Fig. 1: run 1, clock wiring as the flow saved it
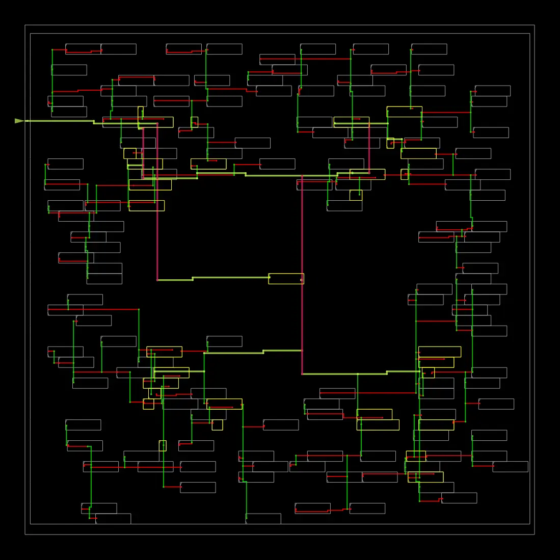
Fig. 2: run 1, sizing map
(4 px per um)
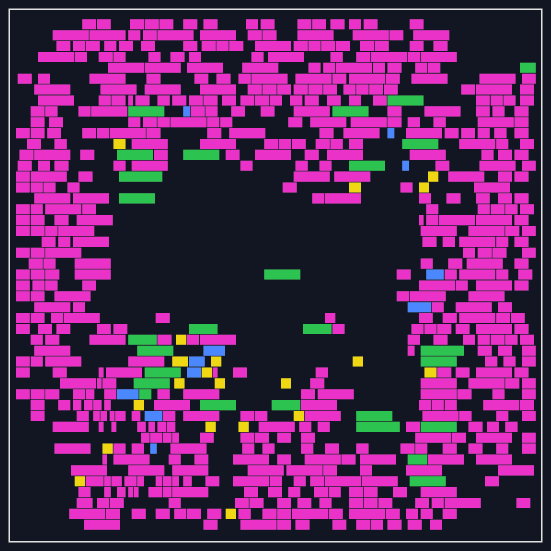
Fig. 3: run 1, signal wires on met3
(4 px per um)
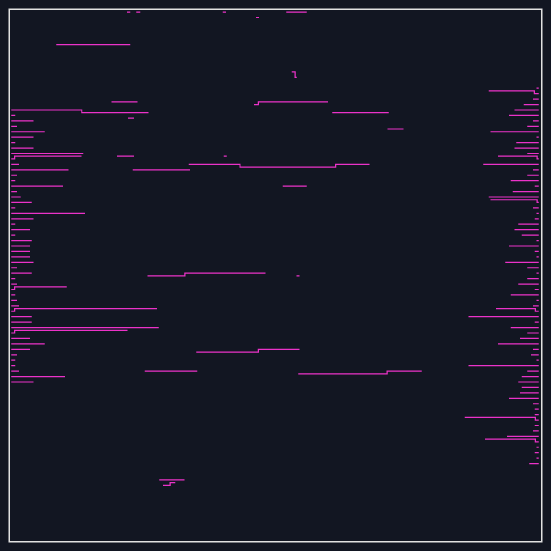
Fig. 4: run 1, register map, names as in the netlist
(3 px per um) Other sequential cells in the stronger grey, the rest of the logic in the fainter grey.
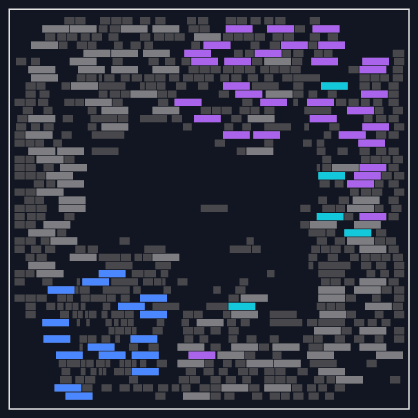
==> config.mk <==
export PLATFORM = sky130hd
export DESIGN_NAME = id_ex_pipe_reg
export DESIGN_NICKNAME = d
export VERILOG_FILES = /design/src/rtl/id_ex_pipe_reg.sv
export SDC_FILE = /design/constraint.sdc
export NUM_CORES = 1
export LEC_CHECK = 0
export ABC_CLOCK_PERIOD_IN_PS = 2400
export CELL_PAD_IN_SITES_DETAIL_PLACEMENT = 0
export CELL_PAD_IN_SITES_GLOBAL_PLACEMENT = 1
export CORE_UTILIZATION = 29
export DETAILED_ROUTE_END_ITERATION = 12
export PLACE_DENSITY = 0.83
export SYNTH_ARGS = -nofsm -noshare
export SYNTH_HDL_FRONTEND = slang
export SYNTH_SLANG_ARGS = --single-unit
export TNS_END_PERCENT = 30
==> constraint.sdc <==
create_clock -name clk -period 2.4 [get_ports clk]
set_input_delay 0.24 -clock clk [delete_from_list [all_inputs] [get_ports clk]]
set_output_delay 0.24 -clock clk [all_outputs]
set_load 0.03 [all_outputs]
==> src/rtl/id_ex_pipe_reg.sv <==
`default_nettype none
// ============================================================================
//  Module   : id_ex_pipe_reg
//  Purpose  : ID->EX pipeline register. Captures register-file operands and
//             decoded fields, detects load-use hazards, inserts bubbles,
//             honours stall/flush and counts inserted bubbles (saturating).
//  Options  : WB_BYPASS_EN - when defined, a same-cycle writeback to rs/rt
//             overrides the register-file read data captured into EX.
//  Revision : 1.0 - initial release
// ============================================================================
module id_ex_pipe_reg #(
  parameter int DATA_W = 32,
  parameter int ADDR_W = 5,
  parameter int CNT_W  = 16
) (
  input  logic              clk,
  input  logic              rst_n,
  input  logic              stall,
  input  logic              flush,
  input  logic              id_valid,
  input  logic [ADDR_W-1:0] id_ReadReg1,
  input  logic [ADDR_W-1:0] id_ReadReg2,
  input  logic              id_uses_rt,
  input  logic [ADDR_W-1:0] id_WriteReg,
  input  logic              id_RegWrite,
  input  logic              id_MemRead,
  input  logic [DATA_W-1:0] id_imm,
  input  logic [DATA_W-1:0] id_rd1,
  input  logic [DATA_W-1:0] id_rd2,
  input  logic              wb_RegWrite,
  input  logic [ADDR_W-1:0] wb_WriteReg,
  input  logic [DATA_W-1:0] wb_WriteData,
  output logic              hazard_stall,
  output logic              ex_valid,
  output logic [DATA_W-1:0] ex_RD1,
  output logic [DATA_W-1:0] ex_RD2,
  output logic [DATA_W-1:0] ex_imm,
  output logic [ADDR_W-1:0] ex_ReadReg1,
  output logic [ADDR_W-1:0] ex_ReadReg2,
  output logic [ADDR_W-1:0] ex_WriteReg,
  output logic              ex_RegWrite,
  output logic              ex_MemRead,
  output logic [CNT_W-1:0]  bubble_cnt
);

  localparam logic [CNT_W-1:0] CNT_MAX = '1;

  logic              bubble;
  logic [DATA_W-1:0] op1;
  logic [DATA_W-1:0] op2;

  // Load in EX whose destination (non-zero) is read by the instruction in ID
  always_comb begin
    hazard_stall = id_valid & ex_valid & ex_MemRead & (ex_WriteReg != '0) &
                   ((ex_WriteReg == id_ReadReg1) |
                    (id_uses_rt & (ex_WriteReg == id_ReadReg2)));
  end

  // A bubble is inserted on flush or hazard unless stall freezes EX
  assign bubble = ~stall & (flush | hazard_stall);

`ifdef WB_BYPASS_EN
  // Forward a same-cycle writeback over stale register-file data (never index 0)
  always_comb begin
    op1 = id_rd1;
    op2 = id_rd2;
    if (wb_RegWrite && (wb_WriteReg != '0) && (wb_WriteReg == id_ReadReg1))
      op1 = wb_WriteData;
    if (wb_RegWrite && (wb_WriteReg != '0) && (wb_WriteReg == id_ReadReg2))
      op2 = wb_WriteData;
  end
`else
  // Writeback port is not consumed without the bypass
  logic unused_wb;
  assign unused_wb = ^{wb_RegWrite, wb_WriteReg, wb_WriteData};

  // Operands come straight from the register file
  always_comb begin
    op1 = id_rd1;
    op2 = id_rd2;
  end
`endif

  // EX stage register: stall holds, bubble clears, otherwise capture ID
  always_ff @(posedge clk or negedge rst_n) begin
    if (!rst_n) begin
      ex_valid    <= 1'b0;
      ex_RD1      <= '0;
      ex_RD2      <= '0;
      ex_imm      <= '0;
      ex_ReadReg1 <= '0;
      ex_ReadReg2 <= '0;
      ex_WriteReg <= '0;
      ex_RegWrite <= 1'b0;
      ex_MemRead  <= 1'b0;
    end else if (stall) begin
      ex_valid    <= ex_valid;
    end else if (bubble) begin
      ex_valid    <= 1'b0;
      ex_RD1      <= '0;
      ex_RD2      <= '0;
      ex_imm      <= '0;
      ex_ReadReg1 <= '0;
      ex_ReadReg2 <= '0;
      ex_WriteReg <= '0;
      ex_RegWrite <= 1'b0;
      ex_MemRead  <= 1'b0;
    end else begin
      ex_valid    <= id_valid;
      ex_RD1      <= op1;
      ex_RD2      <= op2;
      ex_imm      <= id_imm;
      ex_ReadReg1 <= id_ReadReg1;
      ex_ReadReg2 <= id_ReadReg2;
      ex_WriteReg <= id_WriteReg;
      ex_RegWrite <= id_RegWrite & id_valid;
      ex_MemRead  <= id_MemRead & id_valid;
    end
  end

  // Saturating count of inserted bubbles
  always_ff @(posedge clk or negedge rst_n) begin
    if (!rst_n)
      bubble_cnt <= '0;
    else if (bubble && (bubble_cnt != CNT_MAX))
      bubble_cnt <= bubble_cnt + 1'b1;
  end

endmodule
`default_nettype wire
==> impl_metrics.yaml, run 1 <==
# synthesis and place-and-route metrics
global_route:
  antenna_found_initial: 0
  track_usage_pct: 17.14
  grt_max_degree: 62
  grt.overflow.total: 0
  first_global_vias: 4235
  use_met1_pct: 21.63
  grt_pass1_wl_um: 23360
timing:
  fin_hold_ws_ns: 0.3432
  finalMaxSlewViolations: 0
  fin_crit_ns: 2.258
  setup_viol: 0
  slew_headroom_pct: 54.65
  period_used_pct: 94.09
  setup_ws_ns: 0.1417
  setup_tns_ns: 0
  fmax_mhz: 442.8
clocking:
  clk_latency_ns: 0.41
  cts_max_level: 4
  clk_path_buf_depth: 2
  cts_tree: "built"
  cts_root_buf: "clkbuf_16"
  path_clk_slew_ns: 0.06
floorplan:
  die_area_um2: 17630
  initial_utilization_pct: 29.80
  row_count: 47
  io_pins: 288
logic_synthesis:
  largest_area_cell: "dfrtp_1"
  ys_sh_mux_pct: 0.4289
  ys_seq_share_pct: 65.59
  aoi_share_pct: 21.09
  fa_ha_area_share_pct: 0.2523
  synth_flop_count: 130
  synthTopLogicFamily: "AND-OR/OR-AND gates"
  xor_area_share_pct: 4.238
  synthDistinctLibCells: 31
  topCellsByArea: "dfrtp_1, a22o_1, xor2_1"
  fp_nets: 502
  netlist_instances: 344
  ys_warn_count: 0
  simple_gate_area_share_pct: 5.096
  top_area_share_pct: 65.59
  ys_cells: 344
critical_path:
  end_kind: "primary output"
  path_max_fanout: 5
  slowest_stage: "or4_1"
  critPathMostFrequentCell: "buf_4"
  arrival_ns: 2.02
  required_ns: 2.16
  cp_slowest_stage_delay_ns: 0.58
  critical_path_class: "reg2out"
cells_and_area:
  fillCellCount: 1432
  finalNonFillerCells: 836
  num_antenna_cells: 0
  seqCellArea_um2: 3253
  stdcell_area_um2: 8361
  utilization_pct: 50.24
  drive_gt1_share_pct: 9.416
  lay_top_count: "clkdlybuf4s50_1"
  combGateArea_um2: 1556
placement:
  placed_cell_area_um2: 7734
  gp_congestion: 0.8007
  place_hpwl_um: 10590
  place_ws_ns: -0.1384
outcome:
  status: "finished, final reports clean"
drt:
  drt_iter0_drc: 144
  via_per_inst: 4.767
  drt_pre_antenna_iters: 7
  drc: 0
power:
  power_mw: 6.620
  leakage_nw: 3.657
Notes on Fig. 1 above:
clock-net power: 2.62 mW
Flop Count: 130
CTS sink cnt: 130
Num CTS Buffers: 17
Clock Skews: 0.006870 ns

Notes on Fig. 2 above:
Key: magenta = drive 1 or less [cells 558, share 91%, most used clkdlybuf4s50_1]; green = drive 6 and up [cells 27, share 4.4%, most used clkbuf_16]; blue = drive 2 [cells 11, share 1.8%, most used clkinv_2]; yellow = drive 3 to 4 [cells 20, share 3.2%, most used buf_4]

Notes on Fig. 3 above:
The longest straight run is 36.6 um. The layer carries 941 um of wire.
total number of vias: 3985
GRT met3 Usage: 6.169%
Routed WL: 14700 um

Notes on Fig. 4 above:
Key: cyan = ex_ReadReg1 [flops 5, where east]; purple = ex_imm [flops 32]; blue = bubble_cnt [flops 16, where south-west]

==> run 1: final cells by class <==
class / instances / share of cell area, %
clock inverters: 13 / 1.916
multi-input cells: 187 / 18.62
flip-flops and latches: 130 / 38.91
clock buffers: 19 / 5.298
inverters: 1 / 0.04490
repair buffers: 266 / 31.92
well taps: 220 / 3.292
==> run 1: worst max-delay path: cells and delay by family (launching register included) <==
kind	cells	cell delay [ns]
and+or+nand+nor	2	0.61
AOI/OAI and AO/OA	1	0.22
buffers and inverters	2	0.31
DFF	1	0.47
==> run 1: registers in the layout, summed over array words and instances, names as in the netlist <==
signal,count
ex_valid,1
ex_MemRead,1
ex_imm,32
ex_RD1,32
bubble_cnt,16
ex_ReadReg2,5
ex_ReadReg1,5
ex_WriteReg,5
ex_RegWrite,1
ex_RD2,32
==> run 1: layer usage <==
| metal | share of wire, % | up-vias |
|---|---|---|
| met4 | 1.7 | 0 |
| met3 | 6.4 | 21 |
| li1 | - | 1840 |
| met1 | 43 | 1972 |
| met2 | 49 | 152 |
| met5 | 0 | - |
==> run 1: kinds of logic after synthesis <==
logic type               Yosys count
multiplexers                       2
flip-flops                       130
buffers and inverters             27
AND-OR/OR-AND                    118
adder cells (fa/ha/maj)            1
XOR/XNOR                          24
AND/OR/NAND/NOR                   42
==> run 1: Yosys cell counts <==
master     count
dfrtp_1      130
a22o_1       112
clkbuf_1      13
xor2_1        13
xnor2_1       11
nand3_1        9
buf_6          7
and3_1         6
nand4_1        6
nor2_1         6
buf_2          5
nand2_1        3
nor4_1         3
a32o_1         2
nor3_1         2
a32oi_1        1
and4_1         1
buf_4          1
ha_1           1
inv_1          1
mux2_1         1
mux2i_1        1
nand3b_1       1
nor2_4         1
nor3b_1        1
nor4_2         1
nor4b_2        1
o2111ai_2      1
o21ba_2        1
o21bai_2       1
or4_1          1
==> run 1: power by group <==
part           switching, mW  internal, mW  leakage (nW)  total (mW)
clock network          0.963          1.66         0.293        2.62
logic                  0.740         0.701          1.67        1.44
registers              0.162          2.39          1.69        2.56
==> run 1: timing repair <==
action,in CTS,in global routing
hold buffers,1,0
setup buffers,0,0
resized,0,2
endpoints found under the setup margin,0,1
endpoints found under the hold margin,53,0
==> run 1: worst paths after layout <==
kind,startpoint,endpoint,slack [ns],depth (start not counted)
worst max register to register,ex_WriteReg[2],ex_RD1[19],0.16,6
min in group clk,id_imm[20],ex_imm[20],0.42,2
max in group asynchronous,rst_n,ex_imm[16],1.29,3
worst max-delay path,ex_WriteReg[2],hazard_stall,0.14,5
worst min-delay path,rst_n,ex_imm[1],0.34,2
worst min register to register,bubble_cnt[7],bubble_cnt[7],0.49,1
==> inputs of run 2 (changes only) <==
Settings changed: SETUP_SLACK_MARGIN set to 0.3.
==> impl_metrics.yaml, run 2 <==
# synthesis and place-and-route metrics
critical_path:
  critical_path_class: "reg2out"
  path_max_fanout: 3
  r2r_end: "ex_imm[16]"
  slowest_stage: "or4_4"
  arrival_ns: 1.95
  end_kind: "primary output"
  required_ns: 2.16
  ff2ff_setup_slack_ns: 0.21
  cp_slowest_stage_delay_ns: 0.49
  critPathTopFamily: "simple AND/OR/NAND/NOR gates"
power:
  clkPwrFrac_pct: 38.9
  power.switching_mw: 1.911
  comb_power_share_pct: 22.7
  power_mw: 6.662
  leakage_nw: 3.741
  swShare_pct: 28.68
  power.internal_mw: 4.751
floorplan:
  io_pins: 288
  row_count: 47
  die_area_um2: 17630
  initial_utilization_pct: 29.80
cells_and_area:
  finalNonFillerCells: 845
  largest_registers: "ex_RD1 x32, ex_RD2 x32, ex_imm x32"
  fillCellCount: 1410
  lay_top_count: "clkdlybuf4s50_1"
  num_antenna_cells: 0
  seqCellArea_um2: 3259
placement:
  place_hpwl_um: 10540
logic_synthesis:
  synthTopLogicFamily: "AND-OR/OR-AND gates"
  synth_flop_count: 130
  top_cell: "dfrtp_1"
  synthDistinctLibCells: 31
  ys_chip_area_um2: 4960
  simple_gate_area_share_pct: 5.096
  netlist_instances: 344
  synthFlopType: "dfrtp_1"
  fa_ha_area_share_pct: 0.2523
  synthArstFlopShare_pct: 100.0
  fp_nets: 502
  top_area_share_pct: 65.59
  ys_warn_count: 0
  ys_cells: 344
  ys_seq_share_pct: 65.59
  largest_area_cell: "dfrtp_1"
  topCellsByArea: "dfrtp_1, a22o_1, xor2_1"
  xor_area_share_pct: 4.238
  edf_count: 0
  ys_sh_mux_pct: 0.4289
  top_cells_by_count: "dfrtp_1, a22o_1, clkbuf_1, xor2_1, xnor2_1"
  aoi_share_pct: 21.09
timing:
  period_used_pct: 91.39
  fin_hold_ws_ns: 0.2996
  finalMaxSlewViolations: 0
  fmax_mhz: 455.9
  setup_viol: 0
  slew_headroom_pct: 67.96
outcome:
  status: "finished, final reports clean"
drt:
  drc: 0
  wl_met1_um: 6432
  via_per_inst: 4.871
  route.met3.wl_um: 1113
  wl_met2_um: 7665
  drt_iter0_drc: 128
  dr.max_layer_used: "met4"
clocking:
  cts_buffers: 17
  path_clk_slew_ns: 0.05
  clock_sinks: 130
  clk_latency_ns: 0.41
  cts_root_buf: "clkbuf_16"
  cts_tree: "built"
  clk_path_buf_depth: 2
global_route:
  grt_max_degree: 61
  first_global_vias: 4364
  grt_pass1_wl_um: 24020
  antenna_found_initial: 0
run 2: area by class of cell:
| cell class | instances | share of cell area (%) |
|---|---|---|
| Sequential cell | 130 | 37.74 |
| Timing Repair Buffer | 275 | 33.20 |
| Multi-Input combinational cell | 187 | 18.89 |
| Clock buffer | 20 | 5.403 |
| Tap cell | 220 | 3.187 |
| Clock inverter | 12 | 1.536 |
| Inverter | 1 | 0.04346 |
run 2: power by group through the flow:
stage                     combinational (mW)  clock (mW)  sequential [mW]
after global routing                    1.59        2.77             2.59
after floorplan                        0.299           0             2.98
after CTS                               1.49        2.66             2.56
after detailed placement                1.46           0             2.59
final                                   1.51        2.59             2.56
after global placement                  1.43           0             2.58
run 2: routing by layer:
| layer | track usage, % | up-vias |
|---|---|---|
| met1 | 21.25 | 2066 |
| met5 | 0 | - |
| met2 | 29.91 | 175 |
| met3 | 5.785 | 15 |
| met4 | 6.577 | 0 |
| li1 | - | 1860 |
run 2: worst max-delay path by stage:
stage / from / to / depth (start not counted)
2_1_floorplan: ex_WriteReg[2] / bubble_cnt[1] / 6
3_3_place_gp: id_ReadReg2[3] / bubble_cnt[15] / 8
3_5_place_dp: id_ReadReg2[2] / bubble_cnt[13] / 8
4_1_cts: ex_WriteReg[1] / hazard_stall / 7
5_1_grt: ex_WriteReg[3] / ex_RD2[19] / 8
6_report: ex_WriteReg[3] / hazard_stall / 5
run 2: through the flow:
step	cell area [um^2]	utilization [%]	TNS (ns)	setup slack, ns
floorplan	4971	-	0	0.3037
global route	8637	51.90	0	0.1191
detailed placement	7735	46.48	-4.886	-0.08564
finish	8637	51.90	0	0.2065
global placement	7735	46.48	-6.319	-0.1118
CTS	8481	50.96	0	0.1235
run 2: worst register-to-register path: cells and delay by family (launching register included):
kind | cells | cell delay (ns)
buffers and inverters | 3 | 0.53
and+or+nand+nor | 2 | 0.62
AOI/OAI and AO/OA | 3 | 0.55
DFF | 1 | 0.43
run 2: cells by family (layout without fill, tap and decap cells):
family,count (synthesis),in the layout
DFF,130,130
AOI/OAI and AO/OA,118,118
and+or+nand+nor,42,42
buffers and inverters,27,308
xor gates and xnor gates,24,24
muxes,2,2
adders and majority gates,1,1
run 2: what timing repair did:
action                                  CTS  global route
pin swaps                                 4             6
endpoints found under the setup margin  122           131
hold endpoints to repair                 39             0
resized                                  11            10
setup buffers                             5             3
hold buffers                              1             0
cloned                                    1             3
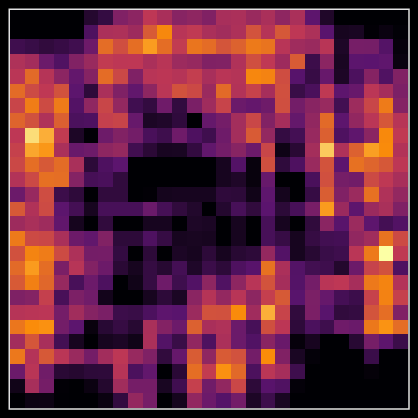
Fig. 5. Wiring heat map (run 2).
(3 px per um) 27 x 27 tiles, from black (low) to pale yellow (high), scaled to the fullest tile. Values are wire area over tile area, all layers added.
13% of the tiles are nearly empty. The mean over all tiles is 0.14. The emptiest ninth of the die: centre.
Routed WL: 15440 um
Avg WL per Cell: 18.27 um
total number of vias: 4116
global-route usage over all layers: 17.81%

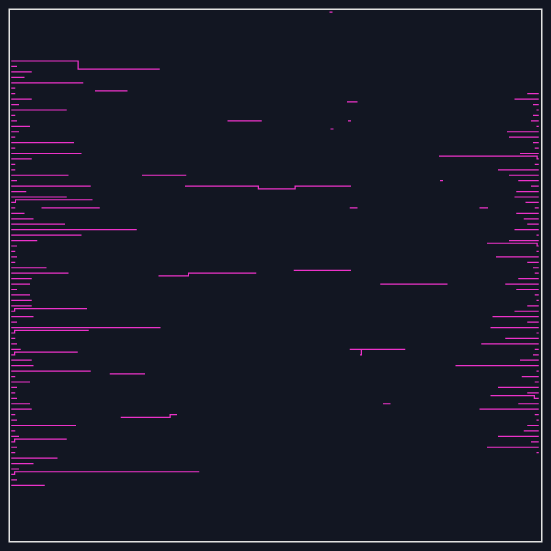
Fig. 6. Signal wires on met3 (run 2).
(4 px per um)
The layer carries 1110 um of wire. The layer holds 7.2% of the routed length. 154 nets have wire on it.
GRT met3 Usage: 5.785%

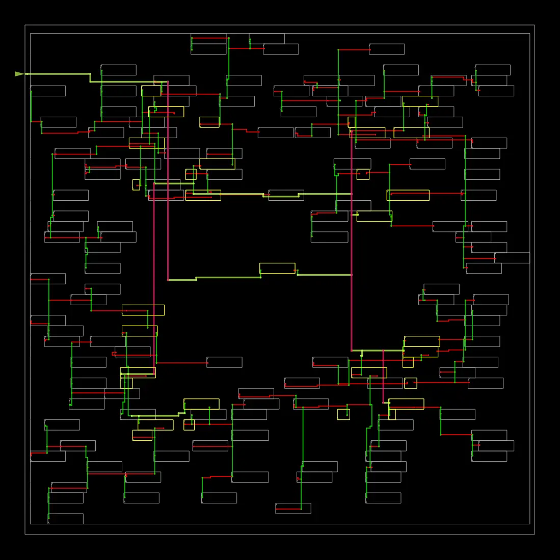
Fig. 7. Clock wiring as the flow saved it (run 2).
clock buffers: 20
Clock Skews: 0.006541 ns

No activity file was given, so power comes from the tool's default toggle rates.
